==> src/rtl/dda_run_ctrl.sv <==
// Run controller for the DDA mass-spring-damper integrator: a register slave that shadows
// the initial conditions and coefficients, resets the DDA, then gates its clock enable for a set number of steps.
module dda_run_ctrl #(
   parameter int DATA_W     = 18,
   parameter int CNT_W      = 16,
   parameter int RST_CYCLES = 4
) (
   input  logic              clk0_020,
   input  logic              rst,
   input  logic [2:0]        address,
   input  logic              write,
   input  logic [31:0]       writedata,
   input  logic              read,
   output logic [31:0]       readdata,
   output logic              irq,
   output logic              dda_rst,
   output logic              dda_clk_en,
   output logic [DATA_W-1:0] dda_ic_x,
   output logic [DATA_W-1:0] dda_ic_v,
   output logic [DATA_W-1:0] dda_B,
   output logic [DATA_W-1:0] dda_k,
   input  logic [8:0]        x_shift
);
   // state  | meaning
   // S_IDLE | DDA frozen, config registers writable
   // S_LOAD | dda_rst held high for RST_CYCLES cycles
   // S_RUN  | dda_clk_en high, one DDA step per cycle
   // S_DONE | single cycle, raises done
   typedef enum logic [1:0] {
      S_IDLE = 2'd0,
      S_LOAD = 2'd1,
      S_RUN  = 2'd2,
      S_DONE = 2'd3
   } state_t;

   localparam int LW  = $clog2(RST_CYCLES + 1);
   localparam int PAD = 32 - DATA_W;

   state_t r_state, w_state_nxt;

   logic [DATA_W-1:0] r_ic_x, r_ic_v, r_b, r_k;
   logic [CNT_W-1:0]  r_steps, r_steps_done;
   logic [LW-1:0]     r_load_cnt;
   logic [8:0]        r_last_x;
   logic              r_irq_en, r_done, r_aborted, r_wr_err;
   logic              r_irq, r_dda_rst, r_dda_clk_en;
   logic [31:0]       r_readdata;
   logic [DATA_W-1:0] r_sh_x, r_sh_v, r_sh_b, r_sh_k;

   logic              w_wr_ctrl, w_start, w_abort, w_clr, w_busy;
   logic              w_wr_cfg, w_irq_en_nxt, w_done_nxt, w_run_end;
   logic [CNT_W-1:0]  w_step_nxt;
   logic [31:0]       w_rd_mux;

   assign w_busy       = (r_state == S_LOAD) || (r_state == S_RUN);
   assign w_wr_ctrl    = write && (address == 3'd0);
   assign w_start      = w_wr_ctrl && writedata[0] && !writedata[1] && (r_state == S_IDLE);
   assign w_abort      = w_wr_ctrl && writedata[1] && w_busy;
   assign w_clr        = w_wr_ctrl && writedata[2];
   assign w_wr_cfg     = write && (address >= 3'd2) && (address <= 3'd6);
   assign w_irq_en_nxt = w_wr_ctrl ? writedata[3] : r_irq_en;
   assign w_step_nxt   = r_steps_done + 1'b1;
   // STEPS=0 never matches, so the run continues until aborted
   assign w_run_end    = (r_steps != '0) && (w_step_nxt == r_steps);

   always_comb begin
      w_state_nxt = r_state;
      case (r_state)
         S_IDLE: if (w_start) w_state_nxt = S_LOAD;
         S_LOAD: begin
            if (w_abort)                 w_state_nxt = S_IDLE;
            else if (r_load_cnt == '0)   w_state_nxt = S_RUN;
         end
         S_RUN: begin
            if (w_abort)                 w_state_nxt = S_IDLE;
            else if (w_run_end)          w_state_nxt = S_DONE;
         end
         S_DONE: w_state_nxt = S_IDLE;
         default: w_state_nxt = S_IDLE;
      endcase
   end

   // done-set takes priority over clr_flags
   always_comb begin
      w_done_nxt = r_done;
      if (r_state == S_DONE)     w_done_nxt = 1'b1;
      else if (w_start || w_clr) w_done_nxt = 1'b0;
   end

   always_comb begin
      w_rd_mux = '0;
      case (address)
         3'd0: w_rd_mux = {28'd0, r_irq_en, 3'd0};
         3'd1: w_rd_mux = {26'd0, r_state, r_wr_err, r_aborted, r_done, w_busy};
         3'd2: w_rd_mux = {{PAD{r_ic_x[DATA_W-1]}}, r_ic_x};
         3'd3: w_rd_mux = {{PAD{r_ic_v[DATA_W-1]}}, r_ic_v};
         3'd4: w_rd_mux = {{PAD{r_b[DATA_W-1]}}, r_b};
         3'd5: w_rd_mux = {{PAD{r_k[DATA_W-1]}}, r_k};
         3'd6: w_rd_mux = {{(32-CNT_W){1'b0}}, r_steps};
         3'd7: w_rd_mux = {r_steps_done, 7'd0, r_last_x};
         default: w_rd_mux = '0;
      endcase
   end

   always_ff @(posedge clk0_020) begin
      if (rst) begin
         r_state      <= S_IDLE;
         r_ic_x       <= '0;
         r_ic_v       <= '0;
         r_b          <= '0;
         r_k          <= '0;
         r_steps      <= '0;
         r_steps_done <= '0;
         r_load_cnt   <= '0;
         r_last_x     <= '0;
         r_irq_en     <= 1'b0;
         r_done       <= 1'b0;
         r_aborted    <= 1'b0;
         r_wr_err     <= 1'b0;
         r_irq        <= 1'b0;
         r_dda_rst    <= 1'b1;
         r_dda_clk_en <= 1'b0;
         r_readdata   <= '0;
         r_sh_x       <= '0;
         r_sh_v       <= '0;
         r_sh_b       <= '0;
         r_sh_k       <= '0;
      end else begin
         r_state      <= w_state_nxt;
         r_dda_rst    <= (w_state_nxt == S_LOAD);
         r_dda_clk_en <= (w_state_nxt == S_RUN);
         r_irq_en     <= w_irq_en_nxt;
         r_done       <= w_done_nxt;
         r_irq        <= w_done_nxt && w_irq_en_nxt;

         if (w_start) begin
            r_sh_x       <= r_ic_x;
            r_sh_v       <= r_ic_v;
            r_sh_b       <= r_b;
            r_sh_k       <= r_k;
            r_steps_done <= '0;
            r_load_cnt   <= LW'(RST_CYCLES - 1);
         end else if ((r_state == S_LOAD) && (r_load_cnt != '0)) begin
            r_load_cnt <= r_load_cnt - 1'b1;
         end

         // every enabled cycle is a DDA step, including one cut short by abort
         if (r_state == S_RUN) begin
            r_steps_done <= w_step_nxt;
            r_last_x     <= x_shift;
         end

         if (w_abort)                 r_aborted <= 1'b1;
         else if (w_start || w_clr)   r_aborted <= 1'b0;

         if (w_wr_cfg && w_busy)      r_wr_err <= 1'b1;
         else if (w_clr)              r_wr_err <= 1'b0;

         if (w_wr_cfg && !w_busy) begin
            case (address)
               3'd2: r_ic_x  <= writedata[DATA_W-1:0];
               3'd3: r_ic_v  <= writedata[DATA_W-1:0];
               3'd4: r_b     <= writedata[DATA_W-1:0];
               3'd5: r_k     <= writedata[DATA_W-1:0];
               3'd6: r_steps <= writedata[CNT_W-1:0];
               default: ;
            endcase
         end

         if (read) r_readdata <= w_rd_mux;
      end
   end

   assign readdata   = r_readdata;
   assign irq        = r_irq;
   assign dda_rst    = r_dda_rst;
   assign dda_clk_en = r_dda_clk_en;
   assign dda_ic_x   = r_sh_x;
   assign dda_ic_v   = r_sh_v;
   assign dda_B      = r_sh_b;
   assign dda_k      = r_sh_k;
endmodule

==> config.mk <==
export PLATFORM = sky130hd
export DESIGN_NAME = dda_run_ctrl
export DESIGN_NICKNAME = d
export VERILOG_FILES = /design/src/rtl/dda_run_ctrl.sv
export SDC_FILE = /design/constraint.sdc
export NUM_CORES = 1
export LEC_CHECK = 0
export CAP_MARGIN = 10
export CORE_AREA = 2 2 140 142
export DETAILED_ROUTE_END_ITERATION = 12
export DIE_AREA = 0 0 142 144
export PLACE_DENSITY = 0.85
export SETUP_SLACK_MARGIN = 0.5
export SYNTH_ARGS = -nofsm -noshare
export SYNTH_HDL_FRONTEND = slang
export SYNTH_SLANG_ARGS = --single-unit
==> constraint.sdc <==
create_clock -name clk0_020 -period 3.6 [get_ports clk0_020]
set_input_delay 0.72 -clock clk0_020 [delete_from_list [all_inputs] [get_ports clk0_020]]
set_output_delay 0.72 -clock clk0_020 [all_outputs]
set_load 0.01 [all_outputs]
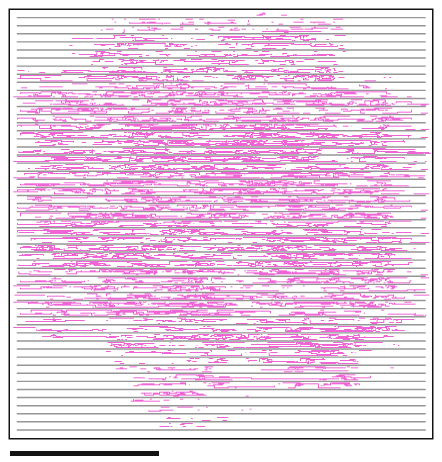
**Above:** the metal 1 layer.
The bar under the picture is 50 µm long. Supply wires on this layer in gray.
wire length on this layer = 12,100 µm
longest straight run = 32.7 µm
share of all routed wire = 40%
main direction = horizontal
nets with wire on the layer = 1,252
Routed Wire Length: 30,100 µm
DR vias: 9,488
met1 Use GR: 0.386

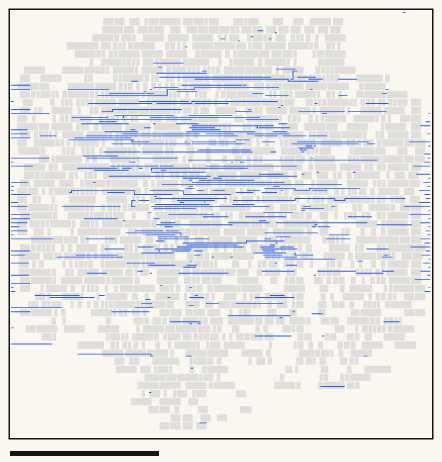
**Above:** M3 wires.
The bar under the picture is 50 µm long. Cells faint in the background.
nets with wire on the layer = 232
share of all routed wire = 9.8%
main direction = horizontal
longest straight run = 63.5 µm
wire length on this layer = 2,950 µm
met3 usage: 0.0566

==> results.txt <==
Notes from the flow run.

Yosys:
- Per the synth stats, the flop cell with the highest instance count is sky130_fd_sc_hd__dfxtp_1.
- The run gives the count of mapped cells out of synthesis as 1,235.
- The run puts the share of synthesized cell area in and-or and or-and compound cells at 0.183.
- The run puts the share of synthesized area spent on multiplexers at 0.0468.
- For reference, the top logic cell family by area is simple AND/OR/NAND/NOR gates.
- The run puts the share of flip-flops with an asynchronous set or reset at 0.
- The cell-mix breakdown from Yosys lists the adder-cell area share as 0.0103.
- For reference, the top cells by area after synthesis are sky130_fd_sc_hd__dfxtp_1, sky130_fd_sc_hd__nand2_1, sky130_fd_sc_hd__a21oi_1.

Global route:
- Looking at the global route congestion table, the highest-usage layer is met2.
- The first global-routing pass estimated 46,700 µm of wire.

Clock tree:
- The later pin in the worst-skew pair is clocked with a latency of around 0.52 ns.
- The clock passes through at most 3 buffers.

Floorplan:
- The run gives the die span in y as 144 µm.
- The run puts the number of rows created at floorplan at 51.
- Across the placement rows, the number of tap cells is roughly 240.

Run status:
- The flow ran to the end, and the final reports show no timing, DRC or antenna violations.

Placement:
- At the end of routability-driven placement, the weighted congestion stood at 0.916.
- The run gives the cell total after placement as 1,542.

Final layout:
- The run puts the area taken by flip-flops and latches at between 4000 and 5000 µm².
- The run gives the post-route standard cell area excluding fillers as 12,100 µm².
- Leaving out buffers and inverters, the combinational logic in the layout accounts for ~4700 µm².
- The run gives the fraction of standard cell area that is sequential as 0.378.
- The run gives the count of multi-input combinational gates as 897.
- The run puts the count of clock-net buffers in the final layout at 30.
- The run puts the multi-input combinational area share at 0.390.
- The run gives the flip-flop count of the largest register, all copies and words added as 32.
- After the flow finishes, the layout carries non-filler instances totaling ~1,600.
- The run puts the clock network contribution to total cell area at 0.0676.

Critical path:
- Per the STA report, the cell with the highest stage delay on the worst path is sky130_fd_sc_hd__or3_1.
- For reference, the critical path is captured by dda_clk_en$_SDFF_PP0_.
- Setup slack on the worst reg-to-reg path comes out at 0.64 ns.
- The run puts the logic depth of the worst setup path including buffers at 9.
- Per STA, the worst path accumulates the most delay in the family simple AND/OR/NAND/NOR gates.
- The worst register-to-register path depth is 9.
- The run gives the critical path required time as 4.00 ns.

Worst hold path:
- The run gives the terminating pin of the worst hold path as dda_ic_x[16]$_SDFFE_PP0P_.
- The run gives the class of the most critical hold timing path as flip-flop to flip-flop.

Flow run:
- The run puts the number of max-cap violations at 0.
- The run gives the number of warning messages in the logs as 46.

Power:
- The run puts the sequential logic power at approximately 0.0026 W.
- The run gives the clock share of power as 0.453.
- The run gives the worst IR drop on VDD as 0.322 mV.

Timing:
- The run puts the peak clock frequency supported by timing at 338 MHz.
- The transition time recorded at the tightest slew-check pin is 0.871 ns.
- The run puts the headroom to the max-slew limit at 0.419.

Route:
- The run puts the per-cell routed wire length at between 15 and 20 µm.
Yosys cell counts, types with 4 or more instances:
| library cell | count |
|---|---|
| sky130_fd_sc_hd__nand2_1 | 350 |
| sky130_fd_sc_hd__a21oi_1 | 240 |
| sky130_fd_sc_hd__dfxtp_1 | 229 |
| sky130_fd_sc_hd__nor2_1 | 85 |
| sky130_fd_sc_hd__clkbuf_1 | 81 |
| sky130_fd_sc_hd__mux2_2 | 17 |
| sky130_fd_sc_hd__xnor2_1 | 16 |
| sky130_fd_sc_hd__mux2i_1 | 15 |
| sky130_fd_sc_hd__nand3_1 | 14 |
| sky130_fd_sc_hd__o21ai_0 | 14 |
| sky130_fd_sc_hd__a22oi_1 | 13 |
| sky130_fd_sc_hd__inv_1 | 12 |
| sky130_fd_sc_hd__buf_1 | 10 |
| sky130_fd_sc_hd__nor3_1 | 10 |
| sky130_fd_sc_hd__a221oi_1 | 8 |
| sky130_fd_sc_hd__a32oi_1 | 8 |
| sky130_fd_sc_hd__ha_1 | 8 |
| sky130_fd_sc_hd__a211oi_1 | 7 |
| sky130_fd_sc_hd__and3_1 | 7 |
| sky130_fd_sc_hd__nor4_1 | 7 |
| sky130_fd_sc_hd__a31oi_1 | 5 |
| sky130_fd_sc_hd__buf_2 | 5 |
| sky130_fd_sc_hd__mux4_2 | 5 |
| sky130_fd_sc_hd__nor2b_1 | 5 |
| sky130_fd_sc_hd__nor3b_1 | 5 |
| sky130_fd_sc_hd__xor2_1 | 5 |
| sky130_fd_sc_hd__a21o_1 | 4 |
| sky130_fd_sc_hd__and2_1 | 4 |
| sky130_fd_sc_hd__nand3b_1 | 4 |
| sky130_fd_sc_hd__or3_1 | 4 |
layer usage:
layer	share of wire	vias up
met1	0.40	4451
met4	0.057	0
met5	0	-
met2	0.45	528
met3	0.098	127
li1	-	4382
Power and IR drop assume default switching activity.
